**config.mk**
```make
export PLATFORM = sky130hd
export DESIGN_NAME = io_bridge
export DESIGN_NICKNAME = d
export VERILOG_FILES = /design/src/rtl/io_bridge.sv
export SDC_FILE = /design/constraint.sdc
export NUM_CORES = 1
export LEC_CHECK = 0
export ABC_CLOCK_PERIOD_IN_PS = 3700
export CORE_UTILIZATION = 52
export DETAILED_ROUTE_END_ITERATION = 16
export HOLD_SLACK_MARGIN = 0.12
export PLACE_DENSITY = 0.81
export SYNTH_ARGS = -nofsm -noshare
export SYNTH_HDL_FRONTEND = slang
export SYNTH_SLANG_ARGS = --single-unit
```
**constraint.sdc**
```tcl
create_clock -name cpu_clk -period 3.7 [get_ports cpu_clk]
set_clock_uncertainty 0.2 [all_clocks]
set_input_delay 0.555 -clock cpu_clk [delete_from_list [all_inputs] [get_ports cpu_clk]]
set_output_delay 0.555 -clock cpu_clk [all_outputs]
set_load 0.05 [all_outputs]
```
**src/rtl/io_bridge.sv**
```systemverilog
// Memory-mapped bridge between the CPU data bus, data RAM and the board I/O window.
// Optional per-button debounce is enabled by defining BTN_DEBOUNCE_EN.
module io_bridge #(
   parameter int unsigned DRAM_AW         = 14,
   parameter int unsigned SCAN_DIV        = 20000,
   parameter logic [31:0] TIMER_DIV_RST   = '0,
   parameter int unsigned DEBOUNCE_CYCLES = 200000
) (
   input  logic               cpu_clk,
   input  logic               cpu_rst,
   input  logic [31:0]        Bus_addr,
   input  logic               Bus_wen,
   input  logic [31:0]        Bus_wdata,
   output logic [31:0]        Bus_rdata,
   output logic [DRAM_AW-1:0] dram_addr,
   output logic               dram_wen,
   output logic [31:0]        dram_wdata,
   input  logic [31:0]        dram_rdata,
   input  logic [23:0]        sw,
   input  logic [4:0]         button,
   output logic [23:0]        led,
   output logic [7:0]         dig_en,
   output logic [7:0]         dig_seg
);

   localparam logic [11:0] ADDR_DIG   = 12'h000;
   localparam logic [11:0] ADDR_TCNT  = 12'h020;
   localparam logic [11:0] ADDR_TDIV  = 12'h024;
   localparam logic [11:0] ADDR_LED   = 12'h060;
   localparam logic [11:0] ADDR_SW    = 12'h070;
   localparam logic [11:0] ADDR_BTN   = 12'h078;

   localparam int unsigned       SCAN_W    = (SCAN_DIV > 1) ? $clog2(SCAN_DIV) : 1;
   localparam logic [SCAN_W-1:0] SCAN_LAST = SCAN_W'(SCAN_DIV - 1);

   if (SCAN_DIV < 1 || DEBOUNCE_CYCLES < 1) begin : g_bad_cfg
      $error("io_bridge: SCAN_DIV and DEBOUNCE_CYCLES must be at least 1");
   end

   logic              io_sel;
   logic              wr_dig, wr_tcnt, wr_tdiv, wr_led;
   logic [31:0]       dig_reg;
   logic [23:0]       led_reg;
   logic [31:0]       tim_count, tim_div, tim_pre;
   logic              tim_tick;
   logic [SCAN_W-1:0] scan_cnt;
   logic [2:0]        scan_idx;
   logic [23:0]       sw_meta, sw_sync;
   logic [4:0]        btn_meta, btn_sync, btn_val;
   logic [3:0]        scan_nib;

   function automatic logic [7:0] hex7(input logic [3:0] v);
      case (v)
         4'h0: hex7 = 8'hC0;
         4'h1: hex7 = 8'hF9;
         4'h2: hex7 = 8'hA4;
         4'h3: hex7 = 8'hB0;
         4'h4: hex7 = 8'h99;
         4'h5: hex7 = 8'h92;
         4'h6: hex7 = 8'h82;
         4'h7: hex7 = 8'hF8;
         4'h8: hex7 = 8'h80;
         4'h9: hex7 = 8'h90;
         4'hA: hex7 = 8'h88;
         4'hB: hex7 = 8'h83;
         4'hC: hex7 = 8'hC6;
         4'hD: hex7 = 8'hA1;
         4'hE: hex7 = 8'h86;
         default: hex7 = 8'h8E;
      endcase
   endfunction

   assign io_sel     = (Bus_addr[31:12] == 20'hFFFFF);
   assign dram_addr  = Bus_addr[DRAM_AW+1:2];
   assign dram_wen   = Bus_wen & ~io_sel;
   assign dram_wdata = Bus_wdata;

   assign wr_dig  = Bus_wen && io_sel && (Bus_addr[11:0] == ADDR_DIG);
   assign wr_tcnt = Bus_wen && io_sel && (Bus_addr[11:0] == ADDR_TCNT);
   assign wr_tdiv = Bus_wen && io_sel && (Bus_addr[11:0] == ADDR_TDIV);
   assign wr_led  = Bus_wen && io_sel && (Bus_addr[11:0] == ADDR_LED);

   always_comb begin
      Bus_rdata = '0;
      if (!io_sel) begin
         Bus_rdata = dram_rdata;
      end else begin
         case (Bus_addr[11:0])
            ADDR_DIG:  Bus_rdata = dig_reg;
            ADDR_TCNT: Bus_rdata = tim_count;
            ADDR_TDIV: Bus_rdata = tim_div;
            ADDR_LED:  Bus_rdata = {8'h00, led_reg};
            ADDR_SW:   Bus_rdata = {8'h00, sw_sync};
            ADDR_BTN:  Bus_rdata = {27'h0, btn_val};
            default:   Bus_rdata = '0;
         endcase
      end
   end

   always_ff @(posedge cpu_clk or negedge cpu_rst) begin
      if (!cpu_rst) begin
         dig_reg <= '0;
         led_reg <= '0;
      end else begin
         if (wr_dig) dig_reg <= Bus_wdata;
         if (wr_led) led_reg <= Bus_wdata[23:0];
      end
   end

   assign led = led_reg;

   // A count write wins over a due increment; any timer write restarts the prescaler.
   assign tim_tick = (tim_pre == tim_div);

   always_ff @(posedge cpu_clk or negedge cpu_rst) begin
      if (!cpu_rst) begin
         tim_count <= '0;
         tim_div   <= TIMER_DIV_RST;
         tim_pre   <= '0;
      end else begin
         if (wr_tcnt)       tim_count <= Bus_wdata;
         else if (tim_tick) tim_count <= tim_count + 32'd1;
         if (wr_tdiv) tim_div <= Bus_wdata;
         if (wr_tcnt || wr_tdiv || tim_tick) tim_pre <= '0;
         else                                tim_pre <= tim_pre + 32'd1;
      end
   end

   always_ff @(posedge cpu_clk or negedge cpu_rst) begin
      if (!cpu_rst) begin
         scan_cnt <= '0;
         scan_idx <= '0;
      end else if (scan_cnt == SCAN_LAST) begin
         scan_cnt <= '0;
         scan_idx <= scan_idx + 3'd1;
      end else begin
         scan_cnt <= scan_cnt + 1'b1;
      end
   end

   assign scan_nib = dig_reg[{scan_idx, 2'b00} +: 4];
   assign dig_en   = ~(8'b1 << scan_idx);
   assign dig_seg  = hex7(scan_nib);

   always_ff @(posedge cpu_clk or negedge cpu_rst) begin
      if (!cpu_rst) begin
         sw_meta  <= '0;
         sw_sync  <= '0;
         btn_meta <= '0;
         btn_sync <= '0;
      end else begin
         sw_meta  <= sw;
         sw_sync  <= sw_meta;
         btn_meta <= button;
         btn_sync <= btn_meta;
      end
   end

`ifdef BTN_DEBOUNCE_EN
   localparam int unsigned     DB_W    = $clog2(DEBOUNCE_CYCLES + 1);
   localparam logic [DB_W-1:0] DB_LAST = DB_W'(DEBOUNCE_CYCLES - 1);

   logic [4:0][DB_W-1:0] db_cnt;

   // Each counter tracks how long its synchronised button has disagreed with btn_val.
   always_ff @(posedge cpu_clk or negedge cpu_rst) begin
      if (!cpu_rst) begin
         btn_val <= '0;
         db_cnt  <= '0;
      end else begin
         for (int unsigned i = 0; i < 5; i++) begin
            if (btn_sync[i] != btn_val[i]) begin
               if (db_cnt[i] == DB_LAST) begin
                  btn_val[i] <= btn_sync[i];
                  db_cnt[i]  <= '0;
               end else begin
                  db_cnt[i] <= db_cnt[i] + 1'b1;
               end
            end else begin
               db_cnt[i] <= '0;
            end
         end
      end
   end
`else
   assign btn_val = btn_sync;
`endif

endmodule
```
Figure 1. Cell classes on the final placement.
Fill, decap, tap and diode cells in grey.
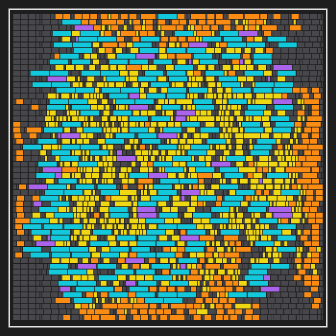
[purple] clock drivers and dummy loads | cells: 43
[yellow] all other logic | cells: 729
[orange] other buffers and delay cells | cells: 291
[cyan] flip-flops | cells: 228

Figure 2. Drive-strength map.
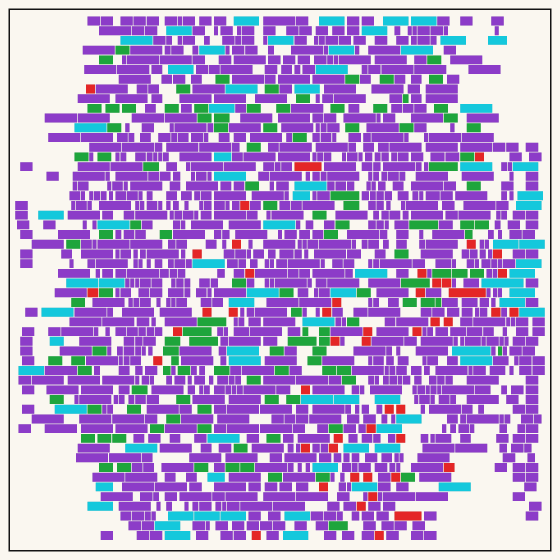
[green] drive 2 | cells: 120 | most used: mux2_2
[cyan] drive 6 and up | cells: 77 | most used: buf_12
[purple] drive 1 or less | cells: 1046 | most used: dfrtp_1
[red] drive 3 to 4 | cells: 48 | most used: buf_4

==> flow_metrics.py <==
# Generated from Yosys and OpenROAD reports
metrics = {
    "power": {
        "ir_worst_vdd_mv": 0.3655,
        "fin_total_pwr_uw": 5493,
    },
    "final_layout": {
        "drive_above_1_share_pct": 18.98,
        "n_fill_cell": 1492,
        "final-comb-area_mm2": 0.005240,
        "finalNetCount": 1418,
        "area_growth_pct": 33.13,
        "final_cell_mix": "dfrtp_1, clkdlybuf4s50_1, nor2_1",
    },
    "clocking": {
        "clkTransAtPathRegs_ns": 0.06,
        "post_cts_buffers": 0,
        "clock_path_buffers": 3,
        "cts_sinks": 228,
        "ctsHoldBuffers": 1,
        "cts_buffers": 25,
        "tritoncts": "yes",
        "htree_num_levels": 1,
    },
    "floorplanning": {
        "core_mm2": 0.02182,
        "fp.dieW_um": 151.3,
        "ios": 247,
        "chip_area_mm2": 0.02290,
    },
    "worst_setup_path": {
        "cp-start-kind": "flop",
        "path_max_fanout": 9,
        "regToRegStartpoint": "tim_count[7]$_DFFE_PN0P_",
    },
    "synthesis": {
        "ys_top_cells_by_area": "dfrtp_1, mux2_2, xor2_1",
        "synth_warnings": 0,
        "post-synth-top-count-cell": "dfrtp_1",
        "netlist_instances": 1058,
        "common_cells": "dfrtp_1, nor2_1, mux2_2",
        "synth.avg_cell_area_um2": 10.96,
        "top_area_cell": "dfrtp_1",
        "ys_sh_xor_pct": 7.931,
    },
    "route": {
        "met2_length_um": 15910,
        "firstDrtPassIters": 6,
        "dr_total_vias": 9198,
        "viasPerCell": 5.851,
        "drt_iter0_drc": 674,
        "wl_met3_um": 2692,
    },
    "min_path": {
        "min_path_cells": 0,
    },
    "timing": {
        "finalSetupViolations": 0,
        "period_needed_ns": 3.638,
        "timing.hold.ws_ns": 0.1394,
        "fin_ws_ns": 0.06161,
        "hold_violations": 0,
        "clock.fmax_mhz": 274.8,
    },
    "outcome": {
        "status": "finished clean",
    },
    "global_routing": {
        "overflow": 0,
        "grt_pass1_wl_um": 50480,
    },
    "place": {
        "portBuffers": 245,
    },
}
Figure 3. Cell outlines without signal wires.
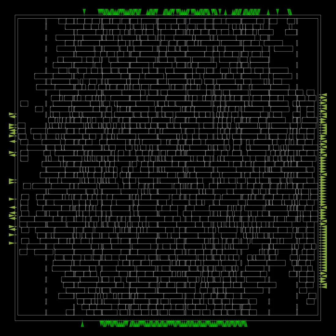
Flops: 228
row cnt: 54

Figure 4. Nets reached from selected ports.
Scale bar: 50 um.
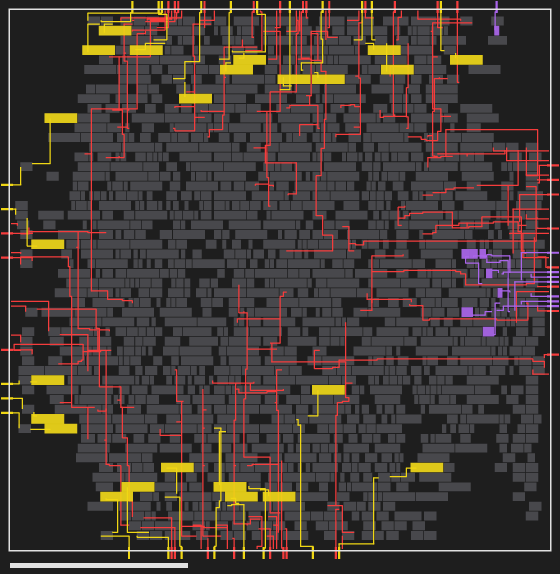
[purple] dig_seg | direction: output | edge: 7 right, 1 top | end cells: 8 | buffers: 7 | wire: 163 um
[red] dram_wdata | direction: output | edge: 13 top, 8 right, 8 bottom, 3 left | end cells: 0 | buffers: 64 | wire: 2780 um
[yellow] sw | direction: input | edge: 11 top, 8 bottom, 5 left | end cells: 24 | buffers: 24 | wire: 595 um

power by group:
part | total, uW | internal (uW) | switching, uW
clock network | 2380 | 1400 | 987
logic | 573 | 257 | 316
registers | 2540 | 2530 | 11.0
final cells by class:
| cell class | count | area share, % |
|---|---|---|
| multi-input cells | 711 | 33.95 |
| repair buffers | 291 | 21.24 |
| flip-flops and latches | 228 | 36.99 |
| diodes | 1 | 0.01621 |
| clock inverters | 9 | 0.5755 |
| well taps | 280 | 2.270 |
| inverters | 18 | 0.4377 |
| clock buffers | 34 | 4.531 |
logic make-up after synthesis:
group                    after synthesis
flip-flops                           228
adder cells (fa/ha/maj)               15
XOR/XNOR                             105
other                                  1
AND-OR/OR-AND                        134
AND/OR/NAND/NOR                      325
multiplexers                         131
buffers and inverters                119
Power is estimated from default activity; no workload was simulated.
